## src/rtl/alu_issue_ctrl_if.sv

```systemverilog
// Request/response channel bundle between the issue logic (master) and alu_issue_ctrl (slave).
interface alu_issue_ctrl_if #(
   parameter int DATA_W = 16,
   parameter int OP_W   = 4,
   parameter int TAG_W  = 4
);
   logic              req_valid;
   logic              req_ready;
   logic [DATA_W-1:0] req_a;
   logic [DATA_W-1:0] req_b;
   logic [OP_W-1:0]   req_op;
   logic [TAG_W-1:0]  req_tag;
   logic              rsp_valid;
   logic              rsp_ready;
   logic [DATA_W-1:0] rsp_ans;
   logic [TAG_W-1:0]  rsp_tag;
   logic              rsp_zero;
   logic              rsp_neg;
   logic              rsp_err;

   modport master (
      output req_valid, req_a, req_b, req_op, req_tag, rsp_ready,
      input  req_ready, rsp_valid, rsp_ans, rsp_tag, rsp_zero, rsp_neg, rsp_err
   );

   modport slave (
      input  req_valid, req_a, req_b, req_op, req_tag, rsp_ready,
      output req_ready, rsp_valid, rsp_ans, rsp_tag, rsp_zero, rsp_neg, rsp_err
   );
endinterface

```

## src/rtl/alu_issue_ctrl.sv

```systemverilog
// Two-stage ALU issue front end: operand stage S1 drives the ALU, result stage S2 holds the response.
// Optional macro ALU_OPCHK_EN: opcodes >= 8 are illegal and return err=1 with a zero result.
module alu_issue_ctrl #(
   parameter int DATA_W = 16,
   parameter int OP_W   = 4,
   parameter int TAG_W  = 4
) (
   input  logic              clk,
   input  logic              rst_n,
   input  logic              flush,
   alu_issue_ctrl_if.slave   bus,
   output logic [DATA_W-1:0] alu_a,
   output logic [DATA_W-1:0] alu_b,
   output logic [OP_W-1:0]   alu_op,
   input  logic [DATA_W-1:0] alu_ans,
   output logic              busy,
   output logic [15:0]       op_count
);
   logic              live;
   logic              s1_valid;
   logic [TAG_W-1:0]  s1_tag;
   logic              s2_free;
   logic              s1_adv;
   logic              accept;
   logic              rsp_fire;
   logic              nxt_err;
   logic [DATA_W-1:0] nxt_ans;

   assign s2_free       = !bus.rsp_valid || bus.rsp_ready;
   assign s1_adv        = s1_valid && s2_free;
   assign bus.req_ready = live && !flush && (!s1_valid || s1_adv);
   assign accept        = bus.req_valid && bus.req_ready;
   assign rsp_fire      = bus.rsp_valid && bus.rsp_ready;
   assign busy          = s1_valid || bus.rsp_valid;

`ifdef ALU_OPCHK_EN
   assign nxt_err = (alu_op >= OP_W'(8));
`else
   assign nxt_err     = 1'b0;
   assign bus.rsp_err = 1'b0;
`endif
   assign nxt_ans = nxt_err ? '0 : alu_ans;

   // live keeps req_ready low until the first edge after reset release
   always_ff @(posedge clk or negedge rst_n) begin
      if (!rst_n) begin
         live     <= 1'b0;
         s1_valid <= 1'b0;
         s1_tag   <= '0;
         alu_a    <= '0;
         alu_b    <= '0;
         alu_op   <= '0;
      end else begin
         live <= 1'b1;
         if (flush) begin
            s1_valid <= 1'b0;
         end else if (accept) begin
            s1_valid <= 1'b1;
            s1_tag   <= bus.req_tag;
            alu_a    <= bus.req_a;
            alu_b    <= bus.req_b;
            alu_op   <= bus.req_op;
         end else if (s1_adv) begin
            s1_valid <= 1'b0;
         end
      end
   end

   // Result stage captures the ALU answer as S1 advances; flush only drops the valid
   always_ff @(posedge clk or negedge rst_n) begin
      if (!rst_n) begin
         bus.rsp_valid <= 1'b0;
         bus.rsp_ans   <= '0;
         bus.rsp_tag   <= '0;
         bus.rsp_zero  <= 1'b0;
         bus.rsp_neg   <= 1'b0;
`ifdef ALU_OPCHK_EN
         bus.rsp_err   <= 1'b0;
`endif
      end else if (flush) begin
         bus.rsp_valid <= 1'b0;
      end else if (s1_adv) begin
         bus.rsp_valid <= 1'b1;
         bus.rsp_ans   <= nxt_ans;
         bus.rsp_tag   <= s1_tag;
         bus.rsp_zero  <= (nxt_ans == '0);
         bus.rsp_neg   <= nxt_ans[DATA_W-1];
`ifdef ALU_OPCHK_EN
         bus.rsp_err   <= nxt_err;
`endif
      end else if (rsp_fire) begin
         bus.rsp_valid <= 1'b0;
      end
   end

   always_ff @(posedge clk or negedge rst_n) begin
      if (!rst_n) begin
         op_count <= '0;
      end else if (rsp_fire) begin
         op_count <= op_count + 16'd1;
      end
   end
endmodule

```

## src/flat_wrapper.sv

```systemverilog
// flat-port wrapper written by rule: the top's interface ports become plain ports
module alu_issue_ctrl_flat 
#(
   parameter int DATA_W = 16,
   parameter int OP_W   = 4,
   parameter int TAG_W  = 4
)
  (clk, rst_n, flush, alu_a, alu_b, alu_op, alu_ans, busy, op_count, bus_req_valid, bus_req_a, bus_req_b, bus_req_op, bus_req_tag, bus_rsp_ready, bus_req_ready, bus_rsp_valid, bus_rsp_ans, bus_rsp_tag, bus_rsp_zero, bus_rsp_neg, bus_rsp_err);
  alu_issue_ctrl_if #(.DATA_W(DATA_W), .OP_W(OP_W), .TAG_W(TAG_W)) bus_i ();
  input  logic clk;
  input  logic rst_n;
  input  logic flush;
  output logic [DATA_W-1:0] alu_a;
  output logic [DATA_W-1:0] alu_b;
  output logic [OP_W-1:0] alu_op;
  input  logic [DATA_W-1:0] alu_ans;
  output logic busy;
  output logic [15:0] op_count;
  input wire logic [$bits(bus_i.req_valid)-1:0] bus_req_valid;
  input wire logic [$bits(bus_i.req_a)-1:0] bus_req_a;
  input wire logic [$bits(bus_i.req_b)-1:0] bus_req_b;
  input wire logic [$bits(bus_i.req_op)-1:0] bus_req_op;
  input wire logic [$bits(bus_i.req_tag)-1:0] bus_req_tag;
  input wire logic [$bits(bus_i.rsp_ready)-1:0] bus_rsp_ready;
  output wire logic [$bits(bus_i.req_ready)-1:0] bus_req_ready;
  output wire logic [$bits(bus_i.rsp_valid)-1:0] bus_rsp_valid;
  output wire logic [$bits(bus_i.rsp_ans)-1:0] bus_rsp_ans;
  output wire logic [$bits(bus_i.rsp_tag)-1:0] bus_rsp_tag;
  output wire logic [$bits(bus_i.rsp_zero)-1:0] bus_rsp_zero;
  output wire logic [$bits(bus_i.rsp_neg)-1:0] bus_rsp_neg;
  output wire logic [$bits(bus_i.rsp_err)-1:0] bus_rsp_err;
  assign bus_i.req_valid = bus_req_valid;
  assign bus_i.req_a = bus_req_a;
  assign bus_i.req_b = bus_req_b;
  assign bus_i.req_op = bus_req_op;
  assign bus_i.req_tag = bus_req_tag;
  assign bus_i.rsp_ready = bus_rsp_ready;
  assign bus_req_ready = bus_i.req_ready;
  assign bus_rsp_valid = bus_i.rsp_valid;
  assign bus_rsp_ans = bus_i.rsp_ans;
  assign bus_rsp_tag = bus_i.rsp_tag;
  assign bus_rsp_zero = bus_i.rsp_zero;
  assign bus_rsp_neg = bus_i.rsp_neg;
  assign bus_rsp_err = bus_i.rsp_err;
  alu_issue_ctrl #(.DATA_W(DATA_W), .OP_W(OP_W), .TAG_W(TAG_W)) u_core (.clk(clk), .rst_n(rst_n), .flush(flush), .bus(bus_i), .alu_a(alu_a), .alu_b(alu_b), .alu_op(alu_op), .alu_ans(alu_ans), .busy(busy), .op_count(op_count));
endmodule
```

## config.mk

```make
export PLATFORM = sky130hd
export DESIGN_NAME = alu_issue_ctrl_flat
export DESIGN_NICKNAME = d
export VERILOG_FILES = /design/src/rtl/alu_issue_ctrl_if.sv /design/src/rtl/alu_issue_ctrl.sv /design/src/flat_wrapper.sv
export SDC_FILE = /design/constraint.sdc
export NUM_CORES = 1
export LEC_CHECK = 0
export ABC_AREA = 1
export CAP_MARGIN = 25
export CORE_MARGIN = 10
export CORE_UTILIZATION = 39
export DETAILED_ROUTE_END_ITERATION = 8
export PLACE_DENSITY_LB_ADDON = 0.15
export SYNTH_ARGS = -nofsm -noshare
export SYNTH_HDL_FRONTEND = slang
export SYNTH_SLANG_ARGS = --single-unit
```

## constraint.sdc

```tcl
create_clock -name clk -period 1.4 [get_ports clk]
set_clock_uncertainty 0.1 [all_clocks]
set_input_delay 0.21 -clock clk [delete_from_list [all_inputs] [get_ports clk]]
set_output_delay 0.21 -clock clk [all_outputs]
set_load 0.005 [all_outputs]
```

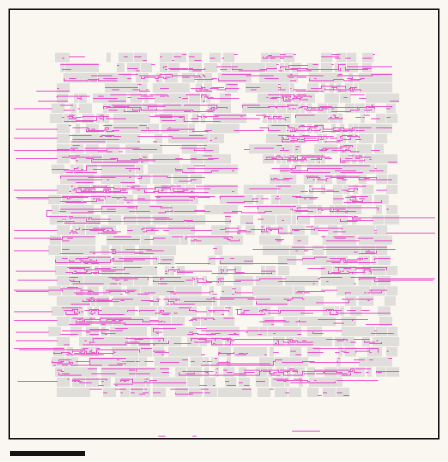
Fig. 1. M1 wires.
The bar under the picture is 20 um long.
The layer holds 38% of the routed length. The longest straight run is 37.7 um. The layer carries 4,620 um of wire. 583 nets have wire on it.

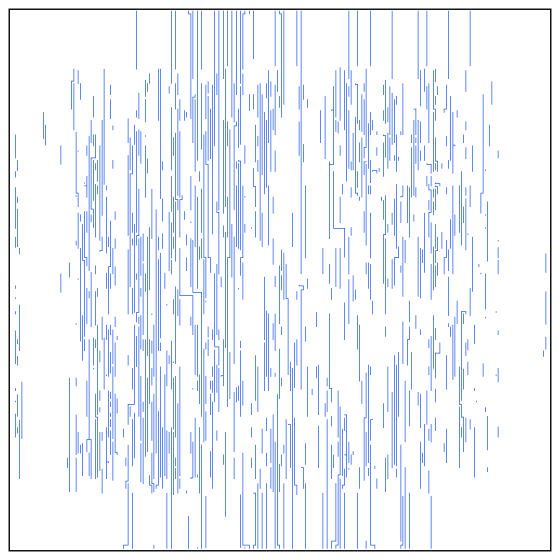
Fig. 2. The metal 2 layer.
567 nets have wire on it. The layer carries 6,180 um of wire. The layer holds 51% of the routed length. The longest straight run is 55.8 um.

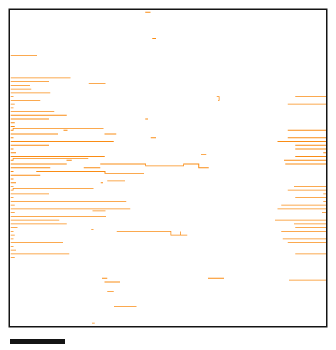
Fig. 3. The metal 3 layer.
The bar under the picture is 20 um long.
The layer carries 1,080 um of wire. The longest straight run is 43.0 um.

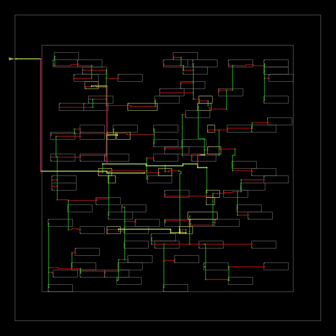
Fig. 4. Clock wiring as the flow saved it.
P_clk: 1.96 mW
Inserted Clock Buffers: 9

==> impl_metrics.json <==
{
  "outcome": "finished, violations left",
  "violations": "setup timing",
  "layout_top_cells": "dfrtp_1 (80), nand2_1 (67), clkdlybuf4s50_1 (59), dlygate4sd2_1 (52), nand2_2 (48)",
  "final-clk-cell-share_pct": 3.47,
  "finalSetupViolCount": 62,
  "dp_cells": 643,
  "switchingPower_mw": 2.11,
  "dominant_cells": "non-clock buffers",
  "taps": 108,
  "worst_pin_slew_ns": 0.546,
  "chipArea_mm2": 0.0132,
  "comb_cells": 262,
  "rrSetupSlack_ns": -0.11,
  "drv_cap": 0,
  "ys_seq_elements": 80,
  "layout_setup_ws_ns": -0.127,
  "crit_chain": "inv_2 > nor2_4 > nand2_2 > nand3_2 > inv_4 > buf_6",
  "clockBufferDepth": 2,
  "postSynthSeqShare_pct": 57.2,
  "fin_area_mm2": 0.00663,
  "comb_share_pct": 27.1,
  "synth.top_cell.area_share_pct": 57.2,
  "combPwrFrac_pct": 29.9,
  "initCoreUtil_pct": 40.1,
  "ff_type": "dfrtp_1",
  "ys_types": 24,
  "report.final.slew_viol_count": 0,
  "clkTransAtPathRegs_ns": 0.09,
  "avgSynthCellArea_um2": 8.93,
  "io_pins": 139,
  "cp.arrival_ns": 1.22,
  "sh_seq_area_pct": 30.2,
  "synth-edff-count": 0,
  "cp-end-kind": "primary output",
  "routed_via_density": 4.76,
  "yosysMostFrequentCell": "nand2_1",
  "p_sw_share_pct": 29.8,
  "top_layer": "met4",
  "place.gp.congestion": 0.786,
  "n_all_inverters": 33,
  "placed_cell_area_mm2": 0.00510,
  "aoi_share_pct": 4.29,
  "post-place-ws_ns": -0.502,
  "required_ns": 1.09
}
No activity file was given, so power comes from the tool's default toggle rates.
